### Met1 routing

Bar = 20 um. Supply wires on this layer in gray.
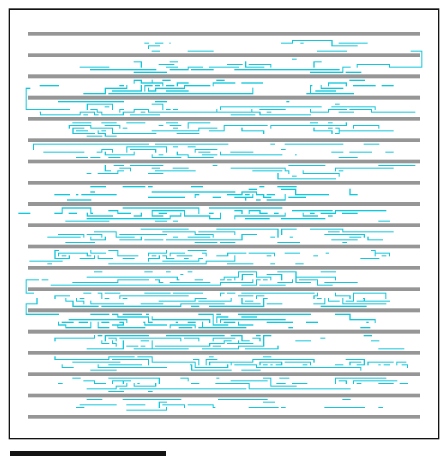
### M2 wires

Cells faint in the background.
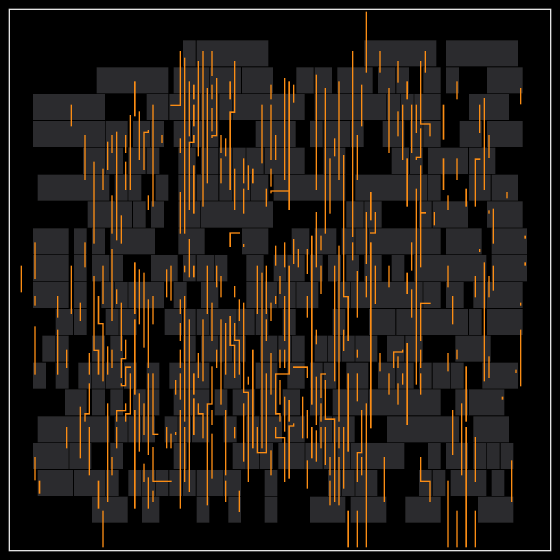
### Metal 3

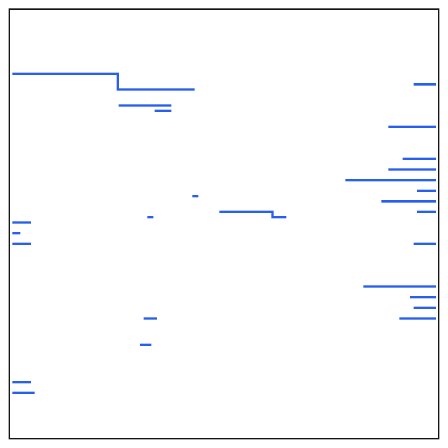
==> src/rtl/alu_control_pkg.sv <==
// Shared encodings for the execute-stage ALU control: ALU_Op classes, funct7 patterns,
// 5-bit base operation codes and the sequencer state encoding.
package alu_control_pkg;

    localparam logic [2:0] AOP_R   = 3'b000;
    localparam logic [2:0] AOP_I   = 3'b001;
    localparam logic [2:0] AOP_U   = 3'b010;
    localparam logic [2:0] AOP_B   = 3'b011;
    localparam logic [2:0] AOP_S   = 3'b100;
    localparam logic [2:0] AOP_LD  = 3'b101;
    localparam logic [2:0] AOP_JAL = 3'b111;

    localparam logic [6:0] F7_BASE = 7'b0000000;
    localparam logic [6:0] F7_ALT  = 7'b0100000;
    localparam logic [6:0] F7_MEXT = 7'b0000001;

    localparam logic [4:0] OP_ADD    = 5'b00000;
    localparam logic [4:0] OP_LUI    = 5'b00001;
    localparam logic [4:0] OP_OR     = 5'b00010;
    localparam logic [4:0] OP_SLL    = 5'b00011;
    localparam logic [4:0] OP_SRL    = 5'b00100;
    localparam logic [4:0] OP_SUB    = 5'b00101;
    localparam logic [4:0] OP_AND    = 5'b00111;
    localparam logic [4:0] OP_XOR    = 5'b01000;
    localparam logic [4:0] OP_BEQ    = 5'b01001;
    localparam logic [4:0] OP_BNE    = 5'b01010;
    localparam logic [4:0] OP_BLT    = 5'b01011;
    localparam logic [4:0] OP_BGE    = 5'b01100;
    localparam logic [4:0] OP_JAL    = 5'b01101;
    localparam logic [4:0] OP_SRA    = 5'b01110;
    localparam logic [4:0] OP_SLT    = 5'b01111;
    localparam logic [4:0] OP_SLTU   = 5'b10111;
    localparam logic [4:0] OP_BLTU   = 5'b11000;
    localparam logic [4:0] OP_BGEU   = 5'b11001;
    localparam logic [4:0] OP_MUL    = 5'b10000;
    localparam logic [4:0] OP_MULH   = 5'b10001;
    localparam logic [4:0] OP_MULHSU = 5'b10010;
    localparam logic [4:0] OP_MULHU  = 5'b10011;
    localparam logic [4:0] OP_DIV    = 5'b10100;
    localparam logic [4:0] OP_DIVU   = 5'b10101;
    localparam logic [4:0] OP_REM    = 5'b10110;
    localparam logic [4:0] OP_REMU   = 5'b11010;

    typedef enum logic [1:0] {
        S_IDLE = 2'd0,
        S_HOLD = 2'd1,
        S_MDU  = 2'd2
    } state_t;

endpackage

==> src/rtl/alu_decode_comb.sv <==
// Combinational selector {funct7, alu_op, funct3} -> {op, illegal, is_mdu}.
// Anything that matches no legal encoding reports illegal and decodes to ADD.
module alu_decode_comb
    import alu_control_pkg::*;
#(
    parameter int OP_W  = 5,
    parameter int M_EXT = 1
) (
    input  logic [6:0]      funct7,
    input  logic [2:0]      alu_op,
    input  logic [2:0]      funct3,
    output logic [OP_W-1:0] op,
    output logic            illegal,
    output logic            is_mdu
);

    logic [4:0] code;
    logic       ill;
    logic       mdu;

    always_comb begin
        code = OP_ADD;
        ill  = 1'b0;
        mdu  = 1'b0;
        case (alu_op)
            AOP_R: begin
                if (funct7 == F7_BASE) begin
                    case (funct3)
                        3'b000:  code = OP_ADD;
                        3'b001:  code = OP_SLL;
                        3'b010:  code = OP_SLT;
                        3'b011:  code = OP_SLTU;
                        3'b100:  code = OP_XOR;
                        3'b101:  code = OP_SRL;
                        3'b110:  code = OP_OR;
                        default: code = OP_AND;
                    endcase
                end else if (funct7 == F7_ALT && funct3 == 3'b000) begin
                    code = OP_SUB;
                end else if (funct7 == F7_ALT && funct3 == 3'b101) begin
                    code = OP_SRA;
                end else if (funct7 == F7_MEXT && M_EXT != 0) begin
                    mdu = 1'b1;
                    case (funct3)
                        3'b000:  code = OP_MUL;
                        3'b001:  code = OP_MULH;
                        3'b010:  code = OP_MULHSU;
                        3'b011:  code = OP_MULHU;
                        3'b100:  code = OP_DIV;
                        3'b101:  code = OP_DIVU;
                        3'b110:  code = OP_REM;
                        default: code = OP_REMU;
                    endcase
                end else begin
                    ill = 1'b1;
                end
            end
            AOP_I: begin
                // funct7 is immediate bits except for the shift forms
                case (funct3)
                    3'b000:  code = OP_ADD;
                    3'b010:  code = OP_SLT;
                    3'b011:  code = OP_SLTU;
                    3'b100:  code = OP_XOR;
                    3'b110:  code = OP_OR;
                    3'b111:  code = OP_AND;
                    3'b001:  begin
                        code = OP_SLL;
                        ill  = (funct7 != F7_BASE);
                    end
                    default: begin
                        if (funct7 == F7_BASE)     code = OP_SRL;
                        else if (funct7 == F7_ALT) code = OP_SRA;
                        else                       ill  = 1'b1;
                    end
                endcase
            end
            AOP_U:   code = OP_LUI;
            AOP_B: begin
                case (funct3)
                    3'b000:  code = OP_BEQ;
                    3'b001:  code = OP_BNE;
                    3'b100:  code = OP_BLT;
                    3'b101:  code = OP_BGE;
                    3'b110:  code = OP_BLTU;
                    3'b111:  code = OP_BGEU;
                    default: ill  = 1'b1;
                endcase
            end
            AOP_S, AOP_LD: begin
                code = OP_ADD;
                ill  = (funct3 != 3'b010);
            end
            AOP_JAL: code = OP_JAL;
            default: ill  = 1'b1;
        endcase
    end

    assign op      = ill ? OP_W'(OP_ADD) : OP_W'(code);
    assign illegal = ill;
    assign is_mdu  = mdu & ~ill;

endmodule

==> src/rtl/alu_control_seq.sv <==
// Registered ALU control with valid/ready handshake; M ops launch the MDU and
// stall issue for MDU_CYCLES cycles before the result code is presented.
module alu_control_seq
    import alu_control_pkg::*;
#(
    parameter int OP_W       = 5,
    parameter int M_EXT      = 1,
    parameter int MDU_CYCLES = 32
) (
    input  logic            clk,
    input  logic            reset,
    input  logic            valid_i,
    output logic            ready_o,
    input  logic [6:0]      funct7_i,
    input  logic [2:0]      alu_op_i,
    input  logic [2:0]      funct3_i,
    input  logic            flush_i,
    output logic            valid_o,
    input  logic            ready_i,
    output logic [OP_W-1:0] alu_operation_o,
    output logic            illegal_o,
    output logic            mdu_start_o,
    output logic            mdu_busy_o
);

    localparam int CNT_W = $clog2(MDU_CYCLES + 1);

    state_t           state;
    logic [CNT_W-1:0] cnt;
    logic [OP_W-1:0]  dec_op;
    logic             dec_illegal;
    logic             dec_mdu;
    logic             accept;

    alu_decode_comb #(
        .OP_W  (OP_W),
        .M_EXT (M_EXT)
    ) u_decode (
        .funct7  (funct7_i),
        .alu_op  (alu_op_i),
        .funct3  (funct3_i),
        .op      (dec_op),
        .illegal (dec_illegal),
        .is_mdu  (dec_mdu)
    );

    assign ready_o = (state == S_IDLE) || (state == S_HOLD && ready_i);
    assign accept  = valid_i && ready_o && !flush_i;

    always_ff @(posedge clk) begin
        if (!reset) begin
            state           <= S_IDLE;
            cnt             <= '0;
            valid_o         <= 1'b0;
            illegal_o       <= 1'b0;
            mdu_start_o     <= 1'b0;
            mdu_busy_o      <= 1'b0;
            alu_operation_o <= '0;
        end else if (flush_i) begin
            state       <= S_IDLE;
            cnt         <= '0;
            valid_o     <= 1'b0;
            mdu_start_o <= 1'b0;
            mdu_busy_o  <= 1'b0;
        end else begin
            mdu_start_o <= 1'b0;
            case (state)
                S_IDLE, S_HOLD: begin
                    if (accept) begin
                        alu_operation_o <= dec_op;
                        illegal_o       <= dec_illegal;
                        if (dec_mdu) begin
                            state       <= S_MDU;
                            valid_o     <= 1'b0;
                            mdu_start_o <= 1'b1;
                            mdu_busy_o  <= 1'b1;
                            cnt         <= CNT_W'(MDU_CYCLES - 1);
                        end else begin
                            state   <= S_HOLD;
                            valid_o <= 1'b1;
                        end
                    end else if (state == S_HOLD && ready_i) begin
                        state   <= S_IDLE;
                        valid_o <= 1'b0;
                    end
                end
                S_MDU: begin
                    // counter reaching 0 ends the busy window; it never wraps
                    if (cnt == '0) begin
                        state      <= S_HOLD;
                        valid_o    <= 1'b1;
                        mdu_busy_o <= 1'b0;
                    end else begin
                        cnt <= cnt - CNT_W'(1);
                    end
                end
                default: state <= S_IDLE;
            endcase
        end
    end

endmodule
==> config.mk <==
export PLATFORM = sky130hd
export DESIGN_NAME = alu_control_seq
export DESIGN_NICKNAME = d
export VERILOG_FILES = /design/src/rtl/alu_control_pkg.sv /design/src/rtl/alu_decode_comb.sv /design/src/rtl/alu_control_seq.sv
export SDC_FILE = /design/constraint.sdc
export NUM_CORES = 1
export LEC_CHECK = 0
export ABC_AREA = 1
export CORE_MARGIN = 2
export CORE_UTILIZATION = 55
export CTS_CLUSTER_DIAMETER = 30
export DETAILED_ROUTE_END_ITERATION = 6
export PLACE_DENSITY_LB_ADDON = 0.1
export SETUP_SLACK_MARGIN = 0.1
export SYNTH_ARGS = -nofsm -noshare
export SYNTH_HDL_FRONTEND = slang
export SYNTH_SLANG_ARGS = --single-unit
==> constraint.sdc <==
create_clock -name clk -period 2.2 [get_ports clk]
set_clock_uncertainty 0.05 [all_clocks]
set_input_delay 0.22 -clock clk [delete_from_list [all_inputs] [get_ports clk]]
set_output_delay 0.22 -clock clk [all_outputs]
set_load 0.05 [all_outputs]
==> flow_results.xml <==
<?xml version="1.0" encoding="UTF-8"?>
<metrics>
  <group name="run_status">
    <metric name="run_status" unit="">finished, final reports clean</metric>
  </group>
  <group name="pwr">
    <metric name="power_frac_clock" unit="%">26.2</metric>
    <metric name="report.power.total" unit="mW">0.6451</metric>
    <metric name="powerComb" unit="mW">0.162</metric>
    <metric name="seqPwrFrac" unit="%">48.6</metric>
    <metric name="cellInternalPower" unit="mW">0.4448</metric>
    <metric name="power_leader" unit="">sequential cells</metric>
    <metric name="peak_ir_drop_on_the_vdd_network" unit="mV">0.3588</metric>
    <metric name="swShare" unit="%">31.05</metric>
    <metric name="switching_power" unit="mW">0.2003</metric>
    <metric name="powerDensity" unit="mW/mm^2">370.7</metric>
    <metric name="pwr-share-comb" unit="%">25.1</metric>
    <metric name="seq_power" unit="mW">0.314</metric>
    <metric name="cellLeakagePower" unit="nW">0.8457</metric>
  </group>
  <group name="synthesis">
    <metric name="synth_flop_type" unit="">dfxtp_1</metric>
    <metric name="synthTopCellsByArea" unit="">dfxtp_1 24%, nand2_1 16%, nor2_1 8.2%</metric>
    <metric name="muxShareOfSynthArea" unit="%">0</metric>
    <metric name="simple_gate_area_share" unit="%">51.02</metric>
    <metric name="top_area_cell" unit="">dfxtp_1</metric>
    <metric name="ys_cells" unit="">230</metric>
    <metric name="synth_cell_types" unit="">28</metric>
    <metric name="synthesis.instances" unit="">230</metric>
    <metric name="yosys.area.top_type_share" unit="%">24.05</metric>
    <metric name="ys_sh_adder" unit="%">1.768</metric>
    <metric name="ys_ff" unit="">17</metric>
    <metric name="synth_sequential_area_ratio" unit="%">24.05</metric>
    <metric name="top_cells_by_count" unit="">61 x nand2_1, 31 x nor2_1, 24 x inv_1, 22 x nand3_1, 17 x dfxtp_1</metric>
    <metric name="synthesis.nets" unit="">250</metric>
    <metric name="netlist_logic_family_top" unit="">simple AND/OR/NAND/NOR gates</metric>
    <metric name="synthArstFlopShare" unit="%">0</metric>
    <metric name="synthAoiAreaFrac" unit="%">13.62</metric>
    <metric name="netlist_area" unit="sq mm">0.001415</metric>
    <metric name="syn-mean-instance-area" unit="sq um">6.153</metric>
    <metric name="number_of_enable_type_register_cells_in_the_synthesized_netlist" unit="">0</metric>
    <metric name="ys_chip_area" unit="sq mm">0.001415</metric>
    <metric name="yosys_warning_count" unit="">0</metric>
  </group>
  <group name="flow_run">
    <metric name="max_cap_violations" unit="">0</metric>
    <metric name="warning_count" unit="">27</metric>
  </group>
  <group name="setup_path">
    <metric name="setup.reg_to_reg.worst_slack" unit="ps">770</metric>
    <metric name="regToRegEndpoint" unit="">valid_o</metric>
    <metric name="reg2reg_launch_point" unit="">state[0]</metric>
    <metric name="worst-endpoint-required" unit="ps">1930</metric>
    <metric name="rr_worst_depth" unit="">7</metric>
    <metric name="crit_path_launch_type" unit="">flip-flop</metric>
    <metric name="path_delay_family" unit="">buffers and inverters</metric>
    <metric name="cp_slowest_cell" unit="">clkdlybuf4s50_1</metric>
    <metric name="worst_setup_path_startpoint" unit="">alu_operation_o[2]</metric>
    <metric name="cp_max_fo" unit="">2</metric>
    <metric name="crit_end_category" unit="">output port</metric>
    <metric name="critical_path_cell_count" unit="">1</metric>
    <metric name="setup.worst_path.class" unit="">flip-flop to output port</metric>
    <metric name="worstSetupEndpoint" unit="">alu_operation_o[2]</metric>
    <metric name="worst_path_largest_cell_delay" unit="ps">800</metric>
    <metric name="worst_ep_arrival_time" unit="ps">1430</metric>
  </group>
  <group name="cells_and_area">
    <metric name="non_clock_buffer_area_share" unit="%">16.25</metric>
    <metric name="seq-cell-share" unit="%">19.55</metric>
    <metric name="n_sequential_cell" unit="">17</metric>
    <metric name="area_share_clock_buf_inv" unit="%">1.582</metric>
    <metric name="largestRegisters" unit="">cnt: 6 flops, alu_operation_o: 5 flops, state: 2 flops</metric>
    <metric name="post-route-cell-area" unit="sq mm">0.001740</metric>
    <metric name="multiInputCombCellCount" unit="">183</metric>
    <metric name="registers.top_by_ff_count" unit="">cnt</metric>
    <metric name="fin_util" unit="%">70.90</metric>
    <metric name="flip_flop_count_of_the_largest_register_after_layout" unit="">6</metric>
    <metric name="fillers" unit="">229</metric>
    <metric name="layout_top_cell_excl_fill_tap" unit="">nand2_1</metric>
    <metric name="inv_count" unit="">28</metric>
    <metric name="fin_nets" unit="">282</metric>
    <metric name="signal_buffers" unit="">29</metric>
    <metric name="areaGrowthSynthToFinish" unit="%">22.99</metric>
    <metric name="layout.cells.largest_class" unit="">logic gates</metric>
    <metric name="combGateArea" unit="sq um">939.7</metric>
    <metric name="total_inserted_antenna_cells" unit="">0</metric>
    <metric name="post_route_cells_drive_above_1_share" unit="%">15.33</metric>
    <metric name="clock_buffer_count" unit="">3</metric>
    <metric name="layout_top_cells_excl_fill_tap" unit="">61 x nand2_1, 31 x nor2_1, 26 x clkdlybuf4s50_1, 24 x inv_1, 22 x nand3_1</metric>
    <metric name="comb_share" unit="%">53.99</metric>
    <metric name="sequential_cell_area" unit="sq um">340.3</metric>
  </group>
  <group name="placed_design">
    <metric name="place_hpwl" unit="um">2455</metric>
    <metric name="placed_cells" unit="">287</metric>
    <metric name="port-buffer-count" unit="">27</metric>
    <metric name="placed_area" unit="sq mm">0.001713</metric>
    <metric name="routabilityCongestion" unit="">0.9236</metric>
    <metric name="place_worst_setup_slack" unit="ps">278.6</metric>
  </group>
  <group name="timing">
    <metric name="hold_ws" unit="ps">419.0</metric>
    <metric name="finalCritPeriodShare" unit="%">77.49</metric>
    <metric name="final-max-slew-violation-count" unit="">0</metric>
    <metric name="worst_slack" unit="ps">495.3</metric>
    <metric name="setup_viols_final" unit="">0</metric>
    <metric name="rsz_0062_raised_after_global_routing" unit="">no</metric>
    <metric name="hold_violations" unit="">0</metric>
    <metric name="fmax" unit="GHz">0.5866</metric>
    <metric name="fin_setup_tns" unit="ps">0</metric>
    <metric name="timing.slew.headroom" unit="%">67.11</metric>
    <metric name="final.min_clock_period" unit="ps">1705</metric>
    <metric name="worst-slew-pin-transition" unit="ps">491.9</metric>
  </group>
  <group name="clocking">
    <metric name="root_buffer" unit="">clkbuf_4</metric>
    <metric name="tritoncts.num_buffers" unit="">3</metric>
    <metric name="postCtsSetupRepairBufs" unit="">0</metric>
    <metric name="cts_resized" unit="">0</metric>
    <metric name="clkSlewWorstSetupHoldPaths" unit="ps">110</metric>
    <metric name="cts_max_path_buffers" unit="">2</metric>
    <metric name="post_cts_hold_buffer_count" unit="">0</metric>
    <metric name="tritoncts" unit="">built</metric>
    <metric name="cts.htree.levels" unit="">1</metric>
    <metric name="numClockSinks" unit="">17</metric>
    <metric name="worst_skew_pair.late_latency" unit="ps">290</metric>
  </group>
  <group name="floorplanning">
    <metric name="die_width" unit="um">54.73</metric>
    <metric name="io_pins" unit="">28</metric>
    <metric name="floorplan.core_area" unit="sq mm">0.002455</metric>
    <metric name="core_util_floorplan" unit="%">57.65</metric>
    <metric name="die.size.y" unit="um">54.73</metric>
    <metric name="rows" unit="">18</metric>
    <metric name="die_area" unit="sq mm">0.002995</metric>
    <metric name="n_tap_cell" unit="">30</metric>
  </group>
  <group name="min_path">
    <metric name="worst_hold_startpoint" unit="">cnt[0]</metric>
    <metric name="holdPathStages" unit="">1</metric>
    <metric name="hold_class" unit="">flip-flop to flip-flop</metric>
    <metric name="min_to" unit="">cnt[0]</metric>
  </group>
  <group name="detailed_routing">
    <metric name="routed_wirelength_normalized_by_instance_count" unit="um">10.58</metric>
    <metric name="m1WireLength" unit="um">1618</metric>
    <metric name="route.detailed.drc" unit="">0</metric>
    <metric name="drt_pre_antenna_iters" unit="">4</metric>
    <metric name="top_routing_layer_in_use" unit="">met4</metric>
    <metric name="drtIter0Drc" unit="">21</metric>
    <metric name="wl_met3" unit="um">116</metric>
    <metric name="route.detailed.vias_per_inst" unit="">5.093</metric>
    <metric name="routed-wl-met2" unit="um">1314</metric>
    <metric name="antenna_violating_nets_post_route" unit="">0</metric>
  </group>
  <group name="grt">
    <metric name="globalRoute.busiestLayer" unit="">met2</metric>
    <metric name="grt.met1_usage" unit="%">31.91</metric>
    <metric name="global_router_s_overall_resource_usage" unit="%">23.78</metric>
    <metric name="grtUsageMet2" unit="%">38.89</metric>
    <metric name="grt_pass1_wl" unit="um">5202</metric>
    <metric name="first_global_vias" unit="">1265</metric>
    <metric name="grt_start_max_net_pins" unit="">11</metric>
    <metric name="congestion_overflow_gr" unit="">0</metric>
    <metric name="grt_antenna_before_repair" unit="">0</metric>
  </group>
</metrics>
-- 'Met1 routing' (at the start) --
250 nets have wire on it. The layer carries 1,620 um of wire. The longest straight run is 21.6 um. The wires run mostly horizontal.
detailed-route via count: 1,482
total wire length after detailed routing: 3079 um

-- 'M2 wires' (at the start) --
214 nets have wire on it. The wires run mostly vertical. The layer carries 1,310 um of wire.

-- 'Metal 3' (at the start) --
The longest straight run is 13.3 um. The layer carries 117 um of wire. The layer holds 3.8% of the routed length.
global-route track usage on met3: 4.918%

Power and IR drop assume default switching activity.
